Routing congestion map:
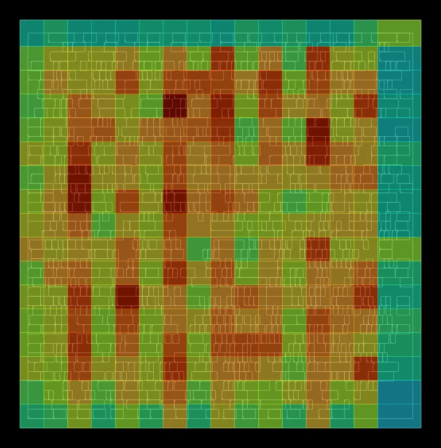
Cells coloured by class:
Bar = 20 um. Fill, decap, tap and diode cells in grey.
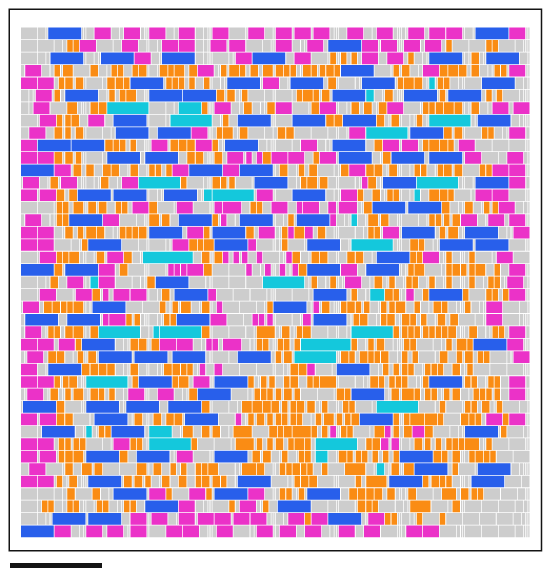
## config.mk

```make
export PLATFORM = sky130hd
export DESIGN_NAME = max_reduce_seq
export DESIGN_NICKNAME = d
export VERILOG_FILES = /design/src/rtl/max_reduce_seq.sv
export SDC_FILE = /design/constraint.sdc
export NUM_CORES = 1
export LEC_CHECK = 0
export ABC_AREA = 1
export ABC_CLOCK_PERIOD_IN_PS = 3620
export CORE_AREA = 2 2 114 116
export DETAILED_ROUTE_END_ITERATION = 12
export DIE_AREA = 0 0 116 118
export GPL_TIMING_DRIVEN = 0
export PLACE_DENSITY_LB_ADDON = 0.05
export SLEW_MARGIN = 20
export SYNTH_ARGS = -nofsm -noshare
export SYNTH_HDL_FRONTEND = slang
export SYNTH_SLANG_ARGS = --single-unit
```

## constraint.sdc

```tcl
create_clock -name clk -period 3.62 [get_ports clk]
set_input_delay 0.543 -clock clk [delete_from_list [all_inputs] [get_ports clk]]
set_output_delay 0.543 -clock clk [all_outputs]
set_load 0.1 [all_outputs]
```

## src/rtl/max_reduce_seq.sv

```systemverilog
// rtl/max_reduce_seq.sv - stream max reducer driving an external two-operand compare unit
module max_reduce_seq #(
  parameter int WIDTH = 32,
  parameter int LEN_W = 16
) (
  input  logic             clk,
  input  logic             reset,
  input  logic             cmd_valid,
  output logic             cmd_ready,
  input  logic [LEN_W-1:0] cmd_len,
  input  logic             in_valid,
  output logic             in_ready,
  input  logic [WIDTH-1:0] in_data,
  output logic             cu_start,
  output logic [WIDTH-1:0] cu_a,
  output logic [WIDTH-1:0] cu_b,
  input  logic [WIDTH-1:0] cu_result,
  input  logic             cu_done,
  output logic             out_valid,
  input  logic             out_ready,
  output logic [WIDTH-1:0] out_max,
  output logic             out_empty
);

  typedef enum logic [2:0] {
    IDLE,
    FIRST,
    NEXT,
    LAUNCH,
    WAIT_LO,
    WAIT_HI,
    OUT
  } state_t;

  localparam logic [LEN_W-1:0] LEN_ONE = LEN_W'(1);

  state_t           state;
  logic [WIDTH-1:0] acc;
  logic [WIDTH-1:0] op;
  logic [LEN_W-1:0] remaining;

  // Operands are the accumulator and operand registers themselves, so they
  // stay put from LAUNCH until WAIT_HI folds the result back into acc.
  assign cu_a = acc;
  assign cu_b = op;

  // Sequencer FSM: all handshake outputs are registered alongside the state.
  always_ff @(posedge clk) begin
    if (reset) begin
      state     <= IDLE;
      acc       <= '0;
      op        <= '0;
      remaining <= '0;
      cmd_ready <= 1'b1;
      in_ready  <= 1'b0;
      cu_start  <= 1'b0;
      out_valid <= 1'b0;
      out_max   <= '0;
      out_empty <= 1'b0;
    end else begin
      cu_start <= 1'b0;
      case (state)
        IDLE: begin
          if (cmd_valid) begin
            remaining <= cmd_len;
            cmd_ready <= 1'b0;
            if (cmd_len == '0) begin
              out_max   <= '0;
              out_empty <= 1'b1;
              out_valid <= 1'b1;
              state     <= OUT;
            end else begin
              out_empty <= 1'b0;
              in_ready  <= 1'b1;
              state     <= FIRST;
            end
          end
        end
        FIRST: begin
          if (in_valid) begin
            acc <= in_data;
            if (remaining != '0) begin
              remaining <= remaining - LEN_ONE;
            end
            if (remaining <= LEN_ONE) begin
              out_max   <= in_data;
              out_valid <= 1'b1;
              in_ready  <= 1'b0;
              state     <= OUT;
            end else begin
              state <= NEXT;
            end
          end
        end
        NEXT: begin
          if (in_valid) begin
            op       <= in_data;
            in_ready <= 1'b0;
            cu_start <= 1'b1;
            state    <= LAUNCH;
          end
        end
        LAUNCH: begin
          state <= WAIT_LO;
        end
        WAIT_LO: begin
          // A stale done=1 from the previous compare, or X after reset,
          // must not be mistaken for completion of this one.
          if (cu_done == 1'b0) begin
            state <= WAIT_HI;
          end
        end
        WAIT_HI: begin
          if (cu_done == 1'b1) begin
            acc <= cu_result;
            if (remaining != '0) begin
              remaining <= remaining - LEN_ONE;
            end
            if (remaining <= LEN_ONE) begin
              out_max   <= cu_result;
              out_valid <= 1'b1;
              state     <= OUT;
            end else begin
              in_ready <= 1'b1;
              state    <= NEXT;
            end
          end
        end
        OUT: begin
          if (out_ready) begin
            out_valid <= 1'b0;
            cmd_ready <= 1'b1;
            state     <= IDLE;
          end
        end
        default: begin
          state     <= IDLE;
          cmd_ready <= 1'b1;
          in_ready  <= 1'b0;
          out_valid <= 1'b0;
        end
      endcase
    end
  end

endmodule

```

==> Implementation_results.wiki <==
== Metrics ==
{| class="wikitable"
! Metric !! Value
|-
| Clock Sinks || ~120
|-
| Routability congestion estimate || approximately 0.91
|-
| Critical Path Sink || cu_a[31]
|-
| Pre-placement core utilization || 0.440
|-
| I/O pin count || 187
|-
| Placed Cells incl. Taps || 1,154
|-
| Area share of and/or/nand/nor cells after synthesis || 0.241
|-
| Max_slew headroom || 0.302
|-
| Pre-CTS setup slack || 948 ps
|-
| Flip-flops with a built-in enable || 0
|-
| Area taken by flip-flops and latches || 0.00240 mm2
|-
| Number of standard-cell rows in the floorplan || 41
|-
| Number of vias per cell after detailed routing || 5.03
|-
| Yosys warnings || 0
|-
| Worst Tran Pin Value || 1040 ps
|-
| Number of hold-slack violations in the final timing report || 0
|-
| Dominant register cell in the synthesized netlist || sky130_fd_sc_hd__dfxtp_1
|-
| Hold Path End || out_max[11]
|-
| Max Buffers Root-to-Sink || 2
|-
| Hold WS || about 480 ps
|-
| Vias in the first global route || about 6k
|-
| Worst Path Class, Setup || flop to output pin
|-
| OpenROAD warning count || 28
|-
| Final cell area excluding filler cells || between 0.008 and 0.009 mm2
|-
| H-tree Lvls || 4
|-
| Most area-hungry cell type in the Yosys netlist || sky130_fd_sc_hd__dfxtp_1
|-
| Minimum setup slack among reg-to-reg paths || 1640 ps
|-
| End of the worst register-to-register path || cu_a[13]
|-
| Top cell type by instance count after synthesis || sky130_fd_sc_hd__nand2_1
|-
| Top cell types by occurrence after synthesis || sky130_fd_sc_hd__nand2_1 (158), sky130_fd_sc_hd__nor2_1 (124), sky130_fd_sc_hd__dfxtp_1 (120), sky130_fd_sc_hd__o21ai_0 (113), sky130_fd_sc_hd__inv_1 (58)
|-
| Leading post-synthesis cells by cell area || sky130_fd_sc_hd__dfxtp_1 (44%), sky130_fd_sc_hd__nand2_1 (11%), sky130_fd_sc_hd__o21ai_0 (10%), sky130_fd_sc_hd__nor2_1 (8.5%), sky130_fd_sc_hd__a21oi_1 (5.0%)
|-
| Synthesized flop and latch total || 120
|-
| Multi-input combinational cell area || 0.00261 mm2
|-
| Number of buffer and inverter stages on the critical path || 1
|-
| Quantity of I/O buffers inserted on ports || 186
|-
| Sum of net half-perimeters after detailed placement || 13,300 um
|-
| Mux share of post-synthesis cell area || 0
|-
| Diodes inserted || 0
|-
| Final Max Tran Viols || 0
|-
| Fin crit share || 0.686
|-
| Critical path depth || 1
|-
| Setup TNS || 0 ps
|-
| Area of the placeable core || 0.0124 mm2
|-
| Setup Skew || approximately 4.6 ps
|-
| Final setup slack of the worst path || 1140 ps
|-
| Mean instance size in the synthesized netlist || 6.86 um2
|-
| Min-delay src || out_max[11]
|-
| Critical Path End Type || output pin
|-
| Compound-Gate Fraction of Synth Area || 0.224
|-
| Net count reported at finish || 1,090
|-
| Wire length of the first global-routing pass || 29,600 um
|-
| All-layer global routing usage || 0.276
|-
| First-pass detailed-route iteration total || 5
|-
| Kind of start point of the critical path || flop
|-
| Clock insertion delay at the later pin of the skew report || between 400 and 500 ps
|-
| Yosys cell count || 796
|-
| Num CTS Buffers || 17
|-
| Root cell of the clock tree || sky130_fd_sc_hd__clkbuf_16
|-
| DRC violation count after routing || 0
|-
| Share of the synthesized area in the top cell type || 0.440
|-
| Maximum clock frequency || 403 MHz
|-
| Total wire length || 18,400 um
|-
| Minimum clock period || 2480 ps
|-
| Worst Path Max Fanout || 2
|-
| XOR Share, Synth || 0.00481
|-
| CTS Hold Buffers Added || 0
|-
| Initial antenna violation count || 0
|-
| Cell with the largest stage delay on the worst path || sky130_fd_sc_hd__clkdlybuf4s50_1
|-
| Post-synthesis chip area from yosys || approximately 0.0055 mm2
|-
| Seq share, synth || 0.440
|-
| Unrepaired setup endpoints after global routing || false
|-
| Register clock-pin slew on the reported worst setup and hold paths || roughly 50 ps
|-
| Synthesized netlist cell count || between 700 and 800
|-
| Count of unique library cells instantiated by Yosys || 30
|-
| Floorplan die width || ~120 um
|-
| Number of vias after detailed routing || 5,965
|-
| Beginning of the critical path || cu_a[31]
|-
| FFs w/ async S/R, synth || 0
|-
| Slowest stage delay, CP || 1180 ps
|-
| Dominant combinational cell family by area after synthesis || simple AND/OR/NAND/NOR gates
|-
| Routed length per placed instance || 15.5 um
|-
| Kind of cell adding the most delay to the critical path || buffers and inverters
|-
| Total congestion overflow after global routing || 0
|-
| Placed cell areas || 0.00754 mm2
|-
| Antenna Nets Post-Route || 0
|-
| CTS tree || done
|-
| Synthesized-area fraction occupied by adder cells || 0.00687
|-
| Largest net degree at the start of global routing || 17
|-
| Number of cells on the worst hold path || 2
|-
| Worst Hold Class || flop to flop
|-
| Share of layout cells above drive strength 1 || 0.0572
|-
| Run status || finished, final reports clean
|-
| Die extent in y || 118 um
|-
| Final setup viols || 0
|-
| Fill count || approximately 1.2k
|-
| Max cap viols || 0
|-
| Non-filler cells in the finished layout || 1,186
|-
| Post-CTS repair timing setup buffer count || 0
|-
| Crit path cell chain || clkdlybuf4s50_1
|-
| Data required time of the critical path || 3080 ps
|-
| Worst flop-to-flop path startpoint || state[1]
|-
| Drt first-iter violations || 394
|-
| Synthesized netlist net count || 885
|-
| Area growth syn-to-layout || 48.4%
|-
| Chip Area || approximately 0.014 mm2
|-
| Cell Area, Synth || 0.00546 mm2
|-
| Worst Path Arrival || 1940 ps
|}
-- 'routing congestion map' (at the start) --
utilization of the core after routing: 0.653
met2 demand-to-capacity share in global routing: 0.449

-- 'cells coloured by class' (at the start) --
colour	class	cells	share of their area
blue	flip-flops	120	30%
orange	all other logic	629	36%
cyan	clock drivers and dummy loads	32	7.2%
magenta	other buffers and delay cells	233	26%

[metal layers]
layer	vias to the layer above	wire length, um	share of wire	global-route usage
met4	0	324	0.018	0.0766
met3	29	1530	0.083	0.0927
met5	-	0	0	0
met2	208	8490	0.46	0.449
li1	3032	-	-	-
met1	2696	8090	0.44	0.348
[sequential cells by signal (all words and copies together), names as in the netlist]
name       cells
cu_a          32
remaining     16
out_empty      1
cu_b          32
out_max       32
cmd_ready      1
cu_start       1
in_ready       1
state          3
out_valid      1
[cells in the final DEF (no fill, tap or decap)]
cell type	Yosys	final
sky130_fd_sc_hd__clkdlybuf4s50_1	0	186
sky130_fd_sc_hd__nand2_1	158	158
sky130_fd_sc_hd__nor2_1	124	124
sky130_fd_sc_hd__dfxtp_1	120	120
sky130_fd_sc_hd__o21ai_0	113	113
sky130_fd_sc_hd__inv_1	58	58
sky130_fd_sc_hd__a21oi_1	55	55
sky130_fd_sc_hd__clkbuf_1	29	34
sky130_fd_sc_hd__a31oi_1	32	32
sky130_fd_sc_hd__o21ai_1	31	31
sky130_fd_sc_hd__nand3_1	27	27
sky130_fd_sc_hd__clkbuf_16	0	17
sky130_fd_sc_hd__buf_2	11	11
sky130_fd_sc_hd__inv_2	5	5
sky130_fd_sc_hd__nor2_2	4	4
sky130_fd_sc_hd__clkinv_2	0	4
sky130_fd_sc_hd__nor2_4	3	3
sky130_fd_sc_hd__buf_6	3	3
sky130_fd_sc_hd__buf_1	3	3
sky130_fd_sc_hd__ha_1	3	3
sky130_fd_sc_hd__nand2_2	2	2
sky130_fd_sc_hd__o22ai_1	2	2
sky130_fd_sc_hd__xnor2_1	2	2
sky130_fd_sc_hd__nor3_1	2	2
sky130_fd_sc_hd__clkbuf_8	0	2
sky130_fd_sc_hd__bufinv_16	0	2
sky130_fd_sc_hd__nand2_4	1	1
sky130_fd_sc_hd__nand3_2	1	1
sky130_fd_sc_hd__nand4_1	1	1
sky130_fd_sc_hd__nand3b_1	1	1
sky130_fd_sc_hd__buf_4	1	1
sky130_fd_sc_hd__xor2_1	1	1
sky130_fd_sc_hd__o21bai_1	1	1
sky130_fd_sc_hd__or2_1	1	1
sky130_fd_sc_hd__o311ai_0	1	1
sky130_fd_sc_hd__clkinvlp_4	0	1
sky130_fd_sc_hd__clkinv_4	0	1
[cells by family (layout without fill, tap and decap cells)]
group | Yosys count | in the layout
AOI/OAI and AO/OA | 235 | 235
xor gates and xnor gates | 3 | 3
adders and majority gates | 3 | 3
buffers and inverters | 110 | 328
DFF | 120 | 120
and+or+nand+nor | 325 | 325
[final cells by class]
| cell class | count | area share |
|---|---|---|
| inverter | 63 | 0.0292 |
| buffer | 47 | 0.0267 |
| timing repair buffer | 186 | 0.230 |
| clock inverter | 8 | 0.0119 |
| sequential | 120 | 0.296 |
| clock buffer | 24 | 0.0582 |
| tap | 172 | 0.0266 |
| multi-input combinational | 566 | 0.321 |
